zoom.png
Window x 51 to 71, y 22 to 42 um. Cells in grey, sequential cells in the stronger grey; small squares are vias.
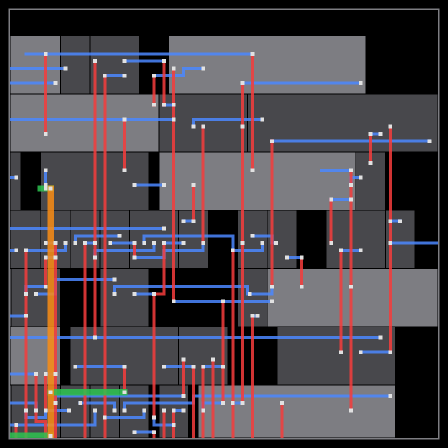
met2.png
Scale: 6 px per um. Cells faint in the background.
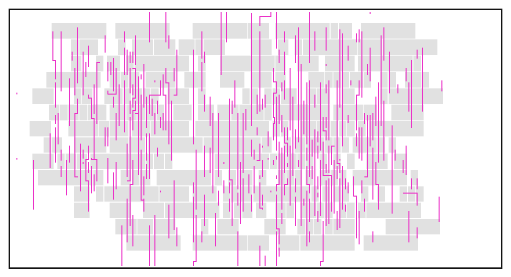
metal_stack.png
Scale: 10 px per um. Only two layers are drawn.
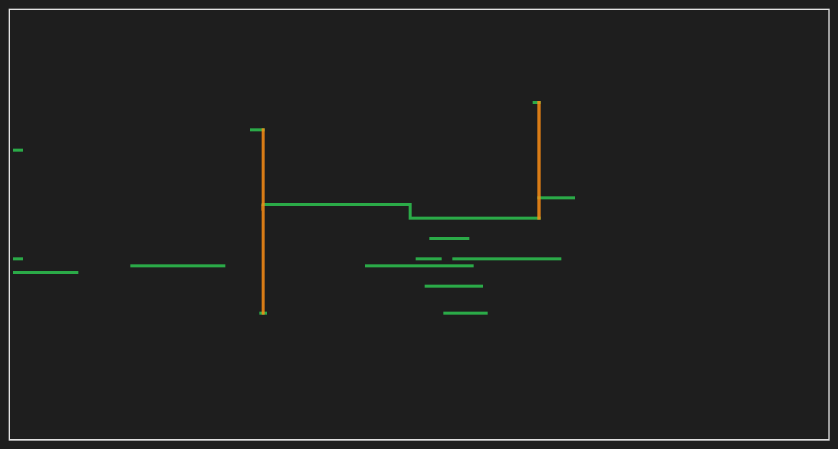
port_nets.png
Scale: 6 px per um.
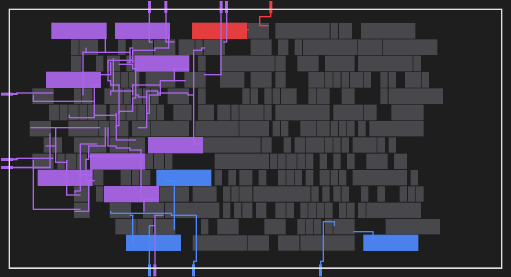
File: src/rtl/mod3_count_monitor.sv
// mod3_count_monitor: samples the ripple mod-MOD counter bus into the clk domain,
// filters settling glitches, checks each accepted value is a +1 step modulo MOD,
// pulses on wrap, counts wraps (saturating) and latches a sticky error.
module mod3_count_monitor #(
    parameter int WIDTH         = 3,
    parameter int MOD           = 3,
    parameter int SYNC_STAGES   = 2,
    parameter int STABLE_CYCLES = 2,
    parameter int WRAP_W        = 8
) (
    input  logic              clk,
    input  logic              reset,
    input  logic [WIDTH-1:0]  cnt_in,
    input  logic              clr,
    output logic [WIDTH-1:0]  cnt_out,
    output logic              cnt_valid,
    output logic              wrap,
    output logic [WRAP_W-1:0] wrap_count,
    output logic              err
);

    localparam int               RUN_W   = $clog2(STABLE_CYCLES + 1);
    localparam logic [RUN_W-1:0] RUN_MAX = RUN_W'(STABLE_CYCLES);
    localparam logic [WIDTH-1:0] TOP     = WIDTH'(MOD - 1);

    localparam logic [0:0] S_INIT  = 1'b0;
    localparam logic [0:0] S_TRACK = 1'b1;

    logic [SYNC_STAGES-1:0][WIDTH-1:0] sync_q;
    logic [SYNC_STAGES-1:0]            vld_pipe;
    logic [WIDTH-1:0]                  samp, prev;
    logic                              samp_vld, prev_vld;
    logic [RUN_W-1:0]                  run, run_nxt;
    logic                              fresh, accept, take;
    logic [WIDTH-1:0]                  nxt;
    logic [0:0]                        state;

    assign samp     = sync_q[SYNC_STAGES-1];
    assign samp_vld = vld_pipe[SYNC_STAGES-1];

    // Synchronizer; vld_pipe marks which stages hold real post-reset samples so the
    // reset zeros in the chain are never mistaken for a stable input.
    always_ff @(posedge clk or negedge reset) begin
        if (!reset) begin
            sync_q   <= '0;
            vld_pipe <= '0;
        end else begin
            sync_q   <= {sync_q[SYNC_STAGES-2:0], cnt_in};
            vld_pipe <= {vld_pipe[SYNC_STAGES-2:0], 1'b1};
        end
    end

    // Run length of identical samples (first sample of a run counts as 1), saturating;
    // accept exactly once, on the edge the run reaches STABLE_CYCLES.
    always_comb begin
        fresh   = !(prev_vld && (samp == prev));
        run_nxt = '0;
        if (samp_vld) begin
            if (fresh)               run_nxt = RUN_W'(1);
            else if (run == RUN_MAX) run_nxt = RUN_MAX;
            else                     run_nxt = run + 1'b1;
        end
        accept = samp_vld && (run_nxt == RUN_MAX) && (fresh || (run != RUN_MAX));
        take   = accept && ((state == S_INIT) || (samp != cnt_out));
        nxt    = (cnt_out == TOP) ? '0 : cnt_out + 1'b1;
    end

    // Filter state: previous sample and run counter (clr does not touch it).
    always_ff @(posedge clk or negedge reset) begin
        if (!reset) begin
            prev     <= '0;
            prev_vld <= 1'b0;
            run      <= '0;
        end else begin
            prev     <= samp;
            prev_vld <= samp_vld;
            run      <= run_nxt;
        end
    end

    // Step checker: INIT takes the first legal value as baseline, TRACK checks +1 steps.
    always_ff @(posedge clk or negedge reset) begin
        if (!reset) begin
            state      <= S_INIT;
            cnt_out    <= '0;
            cnt_valid  <= 1'b0;
            wrap       <= 1'b0;
            wrap_count <= '0;
            err        <= 1'b0;
        end else begin
            cnt_valid <= 1'b0;
            wrap      <= 1'b0;
            if (clr) begin
                err        <= 1'b0;
                wrap_count <= '0;
                state      <= S_INIT;
            end else if (take) begin
                if (samp > TOP) begin
                    err <= 1'b1;
                end else if (state == S_INIT) begin
                    cnt_out   <= samp;
                    cnt_valid <= 1'b1;
                    state     <= S_TRACK;
                end else if (samp == nxt) begin
                    cnt_out   <= samp;
                    cnt_valid <= 1'b1;
                    if (cnt_out == TOP) begin
                        wrap <= 1'b1;
                        if (wrap_count != '1) wrap_count <= wrap_count + 1'b1;
                    end
                end else begin
                    // skipped step: flag it and resync to the observed value
                    err       <= 1'b1;
                    cnt_out   <= samp;
                    cnt_valid <= 1'b1;
                end
            end
        end
    end

endmodule
File: config.mk
export PLATFORM = sky130hd
export DESIGN_NAME = mod3_count_monitor
export DESIGN_NICKNAME = d
export VERILOG_FILES = /design/src/rtl/mod3_count_monitor.sv
export SDC_FILE = /design/constraint.sdc
export NUM_CORES = 1
export LEC_CHECK = 0
export ABC_AREA = 1
export CORE_ASPECT_RATIO = 0.5
export CORE_MARGIN = 2
export CORE_UTILIZATION = 50
export DETAILED_ROUTE_END_ITERATION = 7
export HOLD_SLACK_MARGIN = 0.06
export PLACE_DENSITY = 0.79
export SLEW_MARGIN = 30
export SYNTH_ARGS = -nofsm -noshare
export SYNTH_HDL_FRONTEND = slang
export SYNTH_SLANG_ARGS = --single-unit
File: constraint.sdc
create_clock -name clk -period 1.7 [get_ports clk]
set_input_delay 0.17 -clock clk [delete_from_list [all_inputs] [get_ports clk]]
set_output_delay 0.17 -clock clk [all_outputs]
set_load 0.005 [all_outputs]
==> impl_table.tex <==
% Synthesis and place-and-route results
\begin{tabular}{lr}
\hline
Metric & Value \\
\hline
\multicolumn{2}{l}{\textbf{Synthesis}} \\
Cell with the most instances after synthesis & nand2\_1 \\
Total cells reported by yosys after synthesis & around 190 \\
Biggest area consumer among synthesized cells & dfrtp\_1 \\
Register share after synthesis & 47.9\% \\
Proportion of register bits with asynchronous set or reset after synthesis & 100\% \\
Main area contributors & dfrtp\_1, nand2\_1, nand3\_1 \\
Syn\_nets & about 190 \\
Average size of a mapped cell & approximately 8.2 um2 \\
\multicolumn{2}{l}{\textbf{Worst setup path}} \\
Critical Path AT & 1.80 ns \\
Number of cells on the worst reg-to-reg path & 10 \\
Worst reg2reg path startpoint & run[1] \\
CP Cell Sequence & buf\_4 > ha\_2 > nor2\_2 > inv\_1 > nor2\_1 > nand2\_2 > nor2\_8 > nand3\_4 > nand3\_1 > nand2\_1 \\
Type of destination of the critical path & flop \\
CP bufs+invs & 2 \\
\multicolumn{2}{l}{\textbf{Floorplanning}} \\
Total die area & $\sim$0.0035 mm2 \\
Core Area & 0.00294 mm2 \\
\multicolumn{2}{l}{\textbf{Final layout}} \\
Final Net Count & $\sim$230 \\
Sequential cell area in the final layout & about 730 um2 \\
Commonest Layout Cell & nand2\_1 \\
Area of combinational cells with multiple inputs & 708 um2 \\
Total inserted antenna cells & 0 \\
Share of the core filled with cells & around 66\% \\
\multicolumn{2}{l}{\textbf{Job}} \\
Max cap viols & 0 \\
\multicolumn{2}{l}{\textbf{CTS}} \\
Worst-path clk slew & roughly 0.060 ns \\
Clock buffers created by TritonCTS & 5 \\
Hold Buf Count CTS & 0 \\
Clk Latency, worst-skew pair & 0.28 ns \\
Clock tree from TritonCTS & built \\
Largest buffer count on any clock path & 2 \\
\multicolumn{2}{l}{\textbf{Timing}} \\
Highest clock frequency the design can meet & 612 MHz \\
Final setup margin & between 0.06 and 0.07 ns \\
Count of final setup violators & 0 \\
Sum Neg Setup Slack & 0 ns \\
\multicolumn{2}{l}{\textbf{Detailed routing}} \\
Remaining antenna violation count & 0 \\
\multicolumn{2}{l}{\textbf{GRT}} \\
First-pass GRT wire length & 5.05 mm \\
Maximum number of pins on one net before global-route repair & 30 \\
\multicolumn{2}{l}{\textbf{Worst hold path}} \\
Class of the worst hold path & in2async \\
\multicolumn{2}{l}{\textbf{Run status}} \\
Result of the run & finished clean \\
\hline
\end{tabular}
Back to the opening pictures, zoom.png:
Key: blue = met1; orange = met4; green = met3; red = met2
Netlist names of flops here include `run` (2), `vld_pipe` (2). Sequential cells in the window: 5. Most frequent: nand2_1 (5), dfrtp_1 (5), inv_1 (4). 32 logic cells have their middle in the window.

Back to the opening pictures, met2.png:
The wires run mostly vertical. The longest straight run is 26.9 um. The layer carries 1470 um of wire. 177 nets have wire on it.
vias after detailed routing: 1271
Routed WL: 3.06 mm
GRT met2 Usage: 29.4%

Back to the opening pictures, metal_stack.png:
Key: orange = met4 [wire length 29.9 um]; green = met3 [wire length 87.6 um]
GRT Overall Usage: 19.2%
mean routed wirelength per cell: 11.8 um

Back to the opening pictures, port_nets.png:
Key: red = `wrap` [direction output, end cells 1, buffers 1, wire 6.20 um]; purple = `wrap_count` [direction output, end cells 8, buffers 10, wire 348 um]; blue = `cnt_in` [direction input, end cells 3, buffers 3, wire 62.0 um]
number of primary I/O pins: 20
Port Buffer Count: 19

==> power breakdown <==
part	internal [W]	leakage (nW)	total [W]	switching, W
logic	0.0000528	0.584	0.000132	0.0000796
clock network	0.000320	0.0443	0.000572	0.000251
registers	0.000710	0.372	0.000728	0.0000177
==> logic make-up (layout without fill, tap and decap cells) <==
logic type	after synthesis	after routing	share of synthesized area (%)
DFF	29	29	47.9
other	1	1	0.248
adders and majority gates	3	3	2.48
AOI/OAI and AO/OA	7	7	2.56
buffers and inverters	31	65	7.77
and+or+nand+nor	108	108	35.5
xor gates and xnor gates	6	6	3.47
==> cell type report <==
class / count / share of cell area, %
Sequential cell: 29 / 37.5
Multi-Input combinational cell: 125 / 36.4
Timing Repair Buffer: 28 / 13.3
Inverter: 30 / 5.80
Clock buffer: 7 / 4.44
Tap cell: 40 / 2.58
==> repair_timing <==
item	4_1_cts	5_1_grt
buffers inserted	0	6
resized	0	13
setup endpoints to repair	0	11
==> per-layer routing <==
layer / share of wire [%] / vias to the layer above / track usage (%)
li1: - / 641 / -
met1: 48 / 601 / 26.1
met2: 48 / 23 / 29.4
met3: 2.8 / 6 / 5.32
met4: 0.95 / 0 / 7.00
met5: 0 / - / 0
==> through the flow <==
step / instance area [um2] / hold slack (ns) / power, W / std cells
2_1_floorplan: 1510 / -0.126 / 0.000806 / 185
3_3_place_gp: 1770 / 0.332 / 0.000854 / 246
3_5_place_dp: 1770 / 0.339 / 0.000857 / 246
4_1_cts: 1860 / 0.290 / 0.00143 / 253
5_1_grt: 1940 / 0.325 / 0.00149 / 259
6_report: 1940 / 0.269 / 0.00143 / 259
==> registers in the layout, indices dropped and copies added (netlist names) <==
name	flops
cnt_out	3
cnt_valid	1
err	1
prev	3
prev_vld	1
run	2
samp	3
state	1
sync_q	3
vld_pipe	2
wrap	1
wrap_count	8
No activity file was given, so power comes from the tool's default toggle rates.
